### I/O pins on the die edge, run 1

Pins as bars across the die edge, other pins in gray.
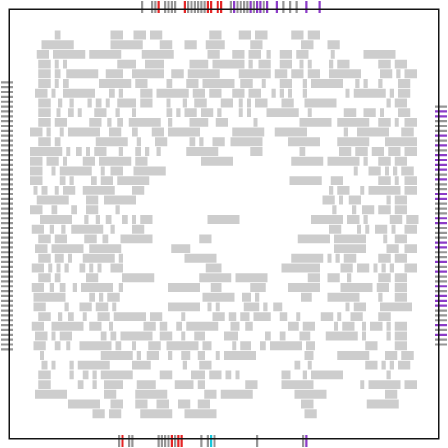
### Signal wires by layer, run 1

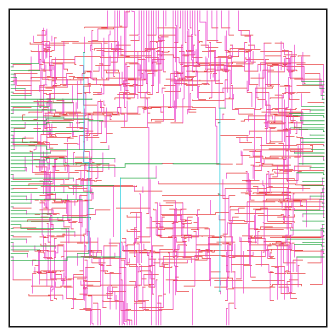
### Routed clock nets over the placement, run 1

The bar under the picture is 20 µm long.
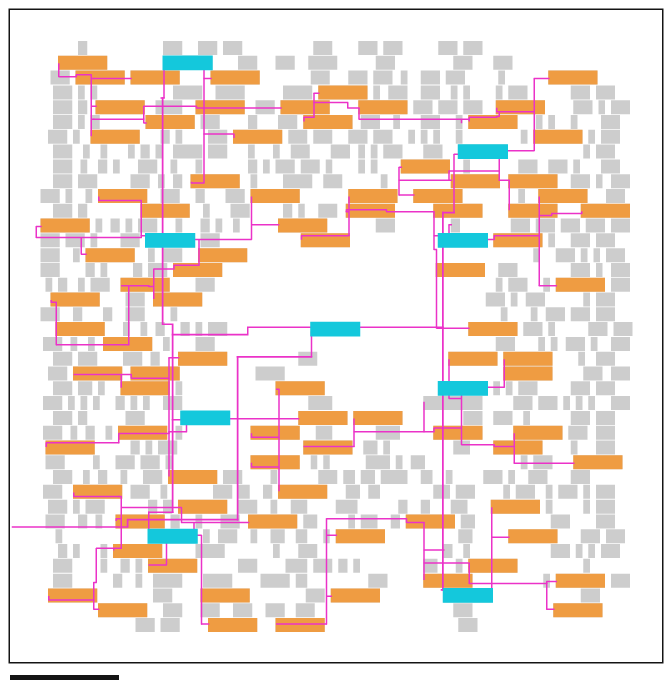
### config.mk
export PLATFORM = sky130hd
export DESIGN_NAME = apb_cmd_master
export DESIGN_NICKNAME = d
export VERILOG_FILES = /design/src/rtl/apb_cmd_pkg.sv /design/src/rtl/apb_wait_timer.sv /design/src/rtl/apb_cmd_master.sv
export SDC_FILE = /design/constraint.sdc
export NUM_CORES = 1
export LEC_CHECK = 0
export CAP_MARGIN = 10
export CELL_PAD_IN_SITES_DETAIL_PLACEMENT = 1
export CELL_PAD_IN_SITES_GLOBAL_PLACEMENT = 1
export CORE_MARGIN = 5
export CORE_UTILIZATION = 31
export DETAILED_ROUTE_END_ITERATION = 16
export PLACE_DENSITY = 0.8
export SLEW_MARGIN = 20
export SYNTH_ARGS = -nofsm -noshare
export SYNTH_HDL_FRONTEND = slang
export SYNTH_HIERARCHICAL = 1
export SYNTH_SLANG_ARGS = --single-unit
### constraint.sdc
create_clock -name PCLK -period 3 [get_ports PCLK]
set_input_delay 0.3 -clock PCLK [delete_from_list [all_inputs] [get_ports PCLK]]
set_output_delay 0.3 -clock PCLK [all_outputs]
set_load 0.01 [all_outputs]
### src/rtl/apb_cmd_pkg.sv
// Shared types and constants for the APB command master.
// The watchdog register map is for command sequences that drive the on-chip watchdog.
package apb_cmd_pkg;

    typedef enum logic [1:0] {
        ST_IDLE   = 2'd0,
        ST_SETUP  = 2'd1,
        ST_ACCESS = 2'd2,
        ST_RESP   = 2'd3
    } state_t;

    // Watchdog register word offsets (PADDR[11:2])
    localparam logic [9:0] WDOG_LOAD    = 10'h000;
    localparam logic [9:0] WDOG_VALUE   = 10'h001;
    localparam logic [9:0] WDOG_CONTROL = 10'h002;
    localparam logic [9:0] WDOG_INTCLR  = 10'h003;
    localparam logic [9:0] WDOG_RIS     = 10'h004;
    localparam logic [9:0] WDOG_MIS     = 10'h005;
    localparam logic [9:0] WDOG_LOCK    = 10'h300;

    localparam logic [31:0] WDOG_UNLOCK_KEY = 32'h1ACCE551;

endpackage

### src/rtl/apb_wait_timer.sv
// Counts ACCESS wait states and flags the cycle on which a stalled transfer must abort.
// TIMEOUT = 0 disables the expiry flag entirely.
module apb_wait_timer #(
    parameter int TIMEOUT = 16
) (
    input  logic clk,
    input  logic rst,
    input  logic clear,
    input  logic enable,
    output logic expired
);

    localparam int CW = (TIMEOUT > 0) ? $clog2(TIMEOUT + 1) : 1;
    localparam logic [CW-1:0] CNT_MAX  = {CW{1'b1}};
    localparam logic [CW-1:0] CNT_LAST = CW'(TIMEOUT - 1);

    logic [CW-1:0] count;

    // Wait-state counter; saturates rather than wrapping on a long stall
    always_ff @(posedge clk or posedge rst) begin
        if (rst) begin
            count <= '0;
        end else if (clear) begin
            count <= '0;
        end else if (enable && (count != CNT_MAX)) begin
            count <= count + CW'(1);
        end
    end

    assign expired = (TIMEOUT != 0) && (count == CNT_LAST);

endmodule

### src/rtl/apb_cmd_master.sv
// APB3 initiator: turns single-beat command requests into SETUP/ACCESS transfers
// and returns one response (data, slave error, timeout) per command.
module apb_cmd_master
    import apb_cmd_pkg::*;
#(
    parameter int ADDR_W  = 10,
    parameter int DATA_W  = 32,
    parameter int TIMEOUT = 16
) (
    input  logic              PCLK,
    input  logic              PRESET,
    input  logic              cmd_valid,
    output logic              cmd_ready,
    input  logic              cmd_write,
    input  logic [ADDR_W-1:0] cmd_addr,
    input  logic [DATA_W-1:0] cmd_wdata,
    output logic              rsp_valid,
    input  logic              rsp_ready,
    output logic [DATA_W-1:0] rsp_rdata,
    output logic              rsp_err,
    output logic              rsp_timeout,
    output logic              PSEL,
    output logic              PENABLE,
    output logic              PWRITE,
    output logic [ADDR_W-1:0] PADDR,
    output logic [DATA_W-1:0] PWDATA,
    input  logic [DATA_W-1:0] PRDATA,
    input  logic              PREADY,
    input  logic              PSLVERR
);

    state_t              state, state_n;
    logic                psel_n, penable_n, pwrite_n;
    logic [ADDR_W-1:0]   paddr_n;
    logic [DATA_W-1:0]   pwdata_n;
    logic                rsp_valid_n, rsp_err_n, rsp_timeout_n;
    logic [DATA_W-1:0]   rsp_rdata_n;
    logic                wait_expired;

    assign cmd_ready = (state == ST_IDLE);

    apb_wait_timer #(
        .TIMEOUT (TIMEOUT)
    ) u_wait_timer (
        .clk     (PCLK),
        .rst     (PRESET),
        .clear   (state == ST_SETUP),
        .enable  ((state == ST_ACCESS) && !PREADY),
        .expired (wait_expired)
    );

    // State register and registered APB / response outputs
    always_ff @(posedge PCLK or posedge PRESET) begin
        if (PRESET) begin
            state       <= ST_IDLE;
            PSEL        <= 1'b0;
            PENABLE     <= 1'b0;
            PWRITE      <= 1'b0;
            PADDR       <= '0;
            PWDATA      <= '0;
            rsp_valid   <= 1'b0;
            rsp_rdata   <= '0;
            rsp_err     <= 1'b0;
            rsp_timeout <= 1'b0;
        end else begin
            state       <= state_n;
            PSEL        <= psel_n;
            PENABLE     <= penable_n;
            PWRITE      <= pwrite_n;
            PADDR       <= paddr_n;
            PWDATA      <= pwdata_n;
            rsp_valid   <= rsp_valid_n;
            rsp_rdata   <= rsp_rdata_n;
            rsp_err     <= rsp_err_n;
            rsp_timeout <= rsp_timeout_n;
        end
    end

    // Next-state and next-output decode; everything holds unless a transition changes it
    always_comb begin
        state_n       = state;
        psel_n        = PSEL;
        penable_n     = PENABLE;
        pwrite_n      = PWRITE;
        paddr_n       = PADDR;
        pwdata_n      = PWDATA;
        rsp_valid_n   = rsp_valid;
        rsp_rdata_n   = rsp_rdata;
        rsp_err_n     = rsp_err;
        rsp_timeout_n = rsp_timeout;

        case (state)
            ST_IDLE: begin
                if (cmd_valid) begin
                    state_n   = ST_SETUP;
                    psel_n    = 1'b1;
                    penable_n = 1'b0;
                    pwrite_n  = cmd_write;
                    paddr_n   = cmd_addr;
                    pwdata_n  = cmd_write ? cmd_wdata : '0;
                end else begin
                    state_n = ST_IDLE;
                end
            end
            ST_SETUP: begin
                state_n   = ST_ACCESS;
                penable_n = 1'b1;
            end
            ST_ACCESS: begin
                // Completion takes priority over a timeout on the same cycle
                if (PREADY) begin
                    state_n       = ST_RESP;
                    psel_n        = 1'b0;
                    penable_n     = 1'b0;
                    rsp_valid_n   = 1'b1;
                    rsp_rdata_n   = PWRITE ? '0 : PRDATA;
                    rsp_err_n     = PSLVERR;
                    rsp_timeout_n = 1'b0;
                end else if (wait_expired) begin
                    state_n       = ST_RESP;
                    psel_n        = 1'b0;
                    penable_n     = 1'b0;
                    rsp_valid_n   = 1'b1;
                    rsp_rdata_n   = '0;
                    rsp_err_n     = 1'b1;
                    rsp_timeout_n = 1'b1;
                end else begin
                    state_n = ST_ACCESS;
                end
            end
            ST_RESP: begin
                if (rsp_ready) begin
                    state_n     = ST_IDLE;
                    rsp_valid_n = 1'b0;
                end else begin
                    state_n = ST_RESP;
                end
            end
            default: begin
                state_n     = ST_IDLE;
                psel_n      = 1'b0;
                penable_n   = 1'b0;
                rsp_valid_n = 1'b0;
            end
        endcase
    end

endmodule
==> flow_summary.yaml, run 1 <==
# generated from flow reports
power_and_ir_drop:
  leakage_uw: 0.00254
  switching_power_uw: 1770
  p_comb_share_pct: 43.0
  vdd_ir_drop_max_mv: 0.355
clock_network:
  cts_tree: "yes"
  cts_buffer_depth: 2
  cts_buffers: 9
setup_path:
  crit_type: "reg2reg"
  reg2reg_from: "u_wait_timer/count[0]"
  crit_family: "buffers and inverters"
  cp.arrival_ns: 2.23
  cp.buffers_inverters: 1
final_timing:
  finalSetupTns_ns: 0
  drv_slew: 0
  fmax_mhz: 506
  period_used_pct: 65.9
run_status:
  status: "finished clean"
placement:
  placedCellCount: 646
  gp_congestion: 0.728
yosys:
  yosysCellCount: 354
  yosysMostFrequentCell: "nand2_1"
  top_area_cell: "dfrtp_1"
  yosysWarnings: 6
  ys_sh_aoi_pct: 6.02
  synthFlopType: "dfrtp_1"
  postSynthSeqShare_pct: 58.2
cells_and_area:
  fill_cells: 1342
  flop_area_um2: 2180
  area_delta_synth_final_pct: 52.8
  final_cell_count_no_fill: 662
flow_run:
  timing.max_cap.violations: 0
drt:
  drt_iter0_drc: 99
  num_vias: 2988
  drc_errors: 0
  drtPass1Iterations: 4
global_routing:
  grt_pass1_wl_mm: 17.1
-- 'I/O pins on the die edge' (at the start) --
color	port	pins	direction	edge
cyan	`PENABLE`	1	output	bottom
purple	`rsp_rdata`	32	output	23 right, 8 top, 1 bottom
red	`PADDR`	10	output	6 top, 4 bottom
I/O Buffers: 161
die height: 120 µm
Die Width: 120 µm

-- 'Signal wires by layer' (at the start) --
color	layer	wire length
red	metal 1	4320 µm
cyan	metal 4	177 µm
green	metal 3	1130 µm
magenta	metal 2	5040 µm
WL/cell: 16.1 µm
final WL: 10.7 mm

-- 'Routed clock nets over the placement' (at the start) --
[orange] flip-flops | count: 87
[cyan] clock drivers | count: 9
[magenta] clock wires | length: 1230 µm
routed clock nets	10
clock power share: 20.4%
clock group total power: 1110 µW
clk_skew: 0.00481 ns

## run 1: flip-flops by register name (all words and copies together) (netlist names)
name / count
PWRITE: 1
rsp_valid: 1
rsp_rdata: 32
PWDATA: 32
u_wait_timer/count: 5
rsp_err: 1
PENABLE: 1
PSEL: 1
PADDR: 10
state: 2
rsp_timeout: 1
## run 1: power groups by stage
stage | combinational, µW | clock (µW) | sequential, µW
final | 2340 | 1110 | 2000
after global routing | 2550 | 1210 | 2070
after CTS | 2400 | 1160 | 2010
after detailed placement | 2380 | 0 | 2030
after global placement | 2300 | 0 | 1990
after floorplan | 897 | 0 | 2190
## run 1: per-layer routing
metal  share of wire, %  track usage (%)  wire (µm)
met3                 11             7.02       1130
met2                 47             25.0       5040
met5                  0                0          0
met4                1.7             6.23        177
met1                 41             17.1       4320
## run 1: worst paths after layout
check	to	cells after the start
max reg2reg	rsp_rdata[1]	6
min reg2reg	PWDATA[10]	2
min	u_wait_timer/count[1]	2
min in group PCLK	PWDATA[10]	2
max	rsp_rdata[1]	6
max in group asynchronous	PADDR[5]	3
## run 1: area by class of cell
class	count	share of cell area, %
Multi-Input combinational cell	209	22.3
Inverter	37	2.45
Tap cell	147	3.22
Clock inverter	4	0.788
Clock buffer	12	4.31
Sequential cell	87	38.1
Timing Repair Buffer	166	28.8
## run 1: metrics by stage
step           util, %  setup slack (ns)  cell area, µm²  hold slack [ns]  power, µW
5_1_grt           48.0             0.870            5720            0.220       5830
3_3_place_gp      45.6             0.942            5430            0.462       4290
3_5_place_dp      45.6             0.898            5430            0.477       4410
6_report          48.0              1.02            5720            0.219       5450
4_1_cts           48.0             0.992            5720            0.205       5570
2_1_floorplan        -             0.592            3740           0.0785       3090
### Placed standard cells, run 1

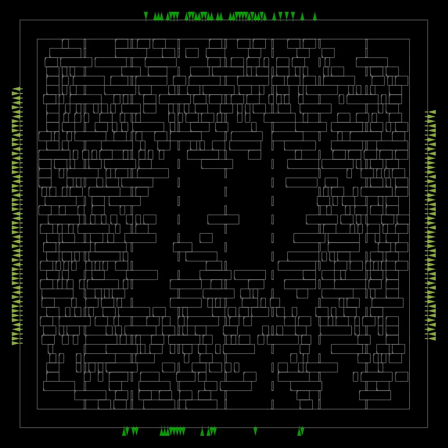

--- run 2 (diff from run 1) ---
clock period = 1.9 ns   (was 3 ns; I/O delays follow)
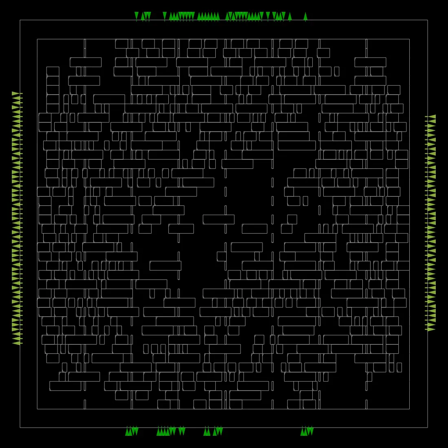
*Placed standard cells, run 2*
sequential share of cell area: 37.0%
layout sequential cell count: 87
Non-Filler Instances: 668
tap cell count: 147
# rows: 40

==> run 2 against run 1 <==
Flip-flop count unchanged. Synthesized area unchanged. Combinational power increased by 63%. Register-to-register slack got worse by 0.94 ns. Largest power group unchanged. Maximum frequency increased by 8.7%. Non-clock buffer count increased by 7. Worst hold slack got worse by 0.057 ns. Worst setup slack got worse by 0.94 ns. Die area unchanged.
==> flow_summary.yaml, run 2 <==
# generated from flow reports
run_status:
  status: "finished clean"
power_and_ir_drop:
  p_comb_share_pct: 42.6
  leakage_uw: 0.00261
  p_int_uw: 6130
  vdd_ir_drop_max_mv: 0.540
  clock_power_share_pct: 21.9
  finalPower_uw: 8950
  switching_power_uw: 2810
  switching_share_pct: 31.4
placement:
  portBuffers: 161
  placedCellCount: 652
  dpl_cell_area_um2: 5520
  gp_congestion: 0.768
  pre_cts_ws_ns: 0.0524
drt:
  dr_wl_met2_mm: 5.13
  viasPerCell: 4.53
  wirelength_mm: 10.8
  drc_errors: 0
  wl_per_cell_um: 16.2
  drtPass1Iterations: 4
  maxUsedRoutingLayer: "met4"
  drt_iter0_drc: 77
  num_vias: 3027
  route.met3.wl_um: 755
  wl_met1_mm: 4.80
cells_and_area:
  area_delta_synth_final_pct: 57.1
  utilization_pct: 49.4
  reg_top3: "PWDATA (32), rsp_rdata (32), PADDR (10)"
  drive_gt1_share_pct: 8.06
setup_path:
  cp.buffers_inverters: 0
  path_depth: 5
  crit_type: "reg2reg"
  worstSetupEndpointType: "flop"
  path_cells: "ha_1 -> and3_1 -> ha_1 -> o21ai_0 -> o211ai_1"
  cp.arrival_ns: 1.99
  reg2reg_depth: 5
  rrSetupSlack_ns: 0.08
  crit_family: "AND-OR/OR-AND gates"
yosys:
  yosysCellCount: 354
  edf_count: 0
  ys_sh_aoi_pct: 6.02
  top_area_cell: "dfrtp_1"
  postSynthSeqShare_pct: 58.2
  yosysWarnings: 6
  top_cells_by_count: "nand2_1 (98), dfrtp_1 (87), inv_1 (37), mux2i_1 (33), o21ai_1 (28)"
  yosysMostFrequentCell: "nand2_1"
  synthFlopType: "dfrtp_1"
flow_run:
  warning_count: 27
  timing.max_cap.violations: 0
clock_network:
  cts_max_level: 3
  cts_buffer_depth: 2
  cts_tree: "yes"
  clk_pin_slew_ns: 0.06
  cts_buffers: 9
  cts-hold-fix-buffers: 0
final_timing:
  clock_skew_ns: 0.00741
  hold_slack_ns: 0.161
  setup_slack_ns: 0.0797
  drv_slew: 0
  finalSetupTns_ns: 0
  finalCriticalPeriod_ns: 1.82
  fmax_mhz: 549
  period_used_pct: 95.8
floorplan:
  dieWidth_um: 120
  die_height_um: 120
global_routing:
  grt_pass1_wl_mm: 17.3
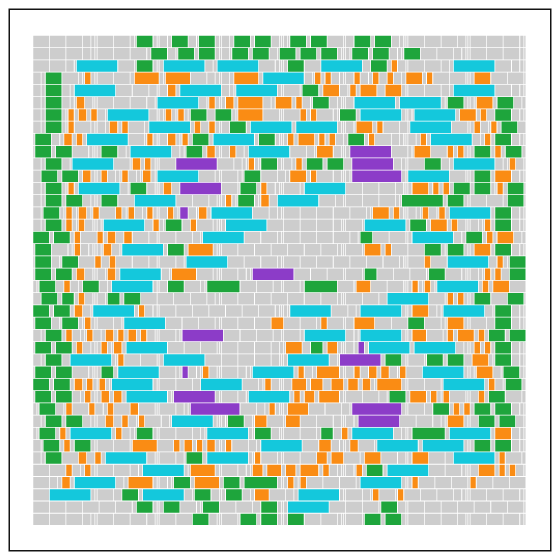
*Placement by cell class, run 2*
Fill, decap, tap and diode cells in gray.
color	class	cells
orange	combinational and other logic	246
cyan	flops	87
purple	clock drivers and dummy loads	15
green	other buffers and delay cells	173
Core ar.: 11900 µm²
Design Area, Final: 5880 µm²

## run 2: final cells by class
type	instances	area [µm²]
flip-flops and latches	87	2180
repair buffers	173	1770
fillers	1321	6030
inverters	37	143
well taps	147	184
multi-input cells	209	1280
clock buffers	11	233
clock inverters	4	95.1
## run 2: worst register-to-register path: stages, from the launching register on
cell	delay [ns]
dfrtp_1	0.41
ha_1	0.23
and3_1	0.22
ha_1	0.23
o21ai_0	0.38
o211ai_1	0.19
## run 2: metal layers
layer,GRT usage (%),up-vias
met5,0,-
met4,4.22,0
met3,5.18,9
met2,24.2,114
met1,19.2,1462
li1,-,1442
## run 2: repair_timing
| action | 4_1_cts | 5_1_grt |
|---|---|---|
| endpoints found under the setup margin | 0 | 16 |
| gates resized | 0 | 1 |
| setup buffers | 0 | 0 |
## run 2: worst paths after layout
| kind | startpoint | to |
|---|---|---|
| setup / recovery | u_wait_timer/count[0] | state[0] |
| hold / removal | PRESET | u_wait_timer/count[1] |
| setup reg to reg | u_wait_timer/count[0] | state[0] |
| hold reg to reg | PWDATA[2] | PWDATA[2] |
| max in group asynchronous | PRESET | PADDR[0] |
| min in group PCLK | cmd_wdata[11] | PWDATA[11] |
## run 2: power by group through the flow
stage          Combinational, µW  Sequential, µW  Clock [µW]
2_1_floorplan               1420            3460           0
3_3_place_gp                3690            3170           0
3_5_place_dp                3840            3190           0
4_1_cts                     3850            3190        2010
5_1_grt                     4150            3280        2090
6_report                    3810            3180        1960
Power and IR drop assume default switching activity.
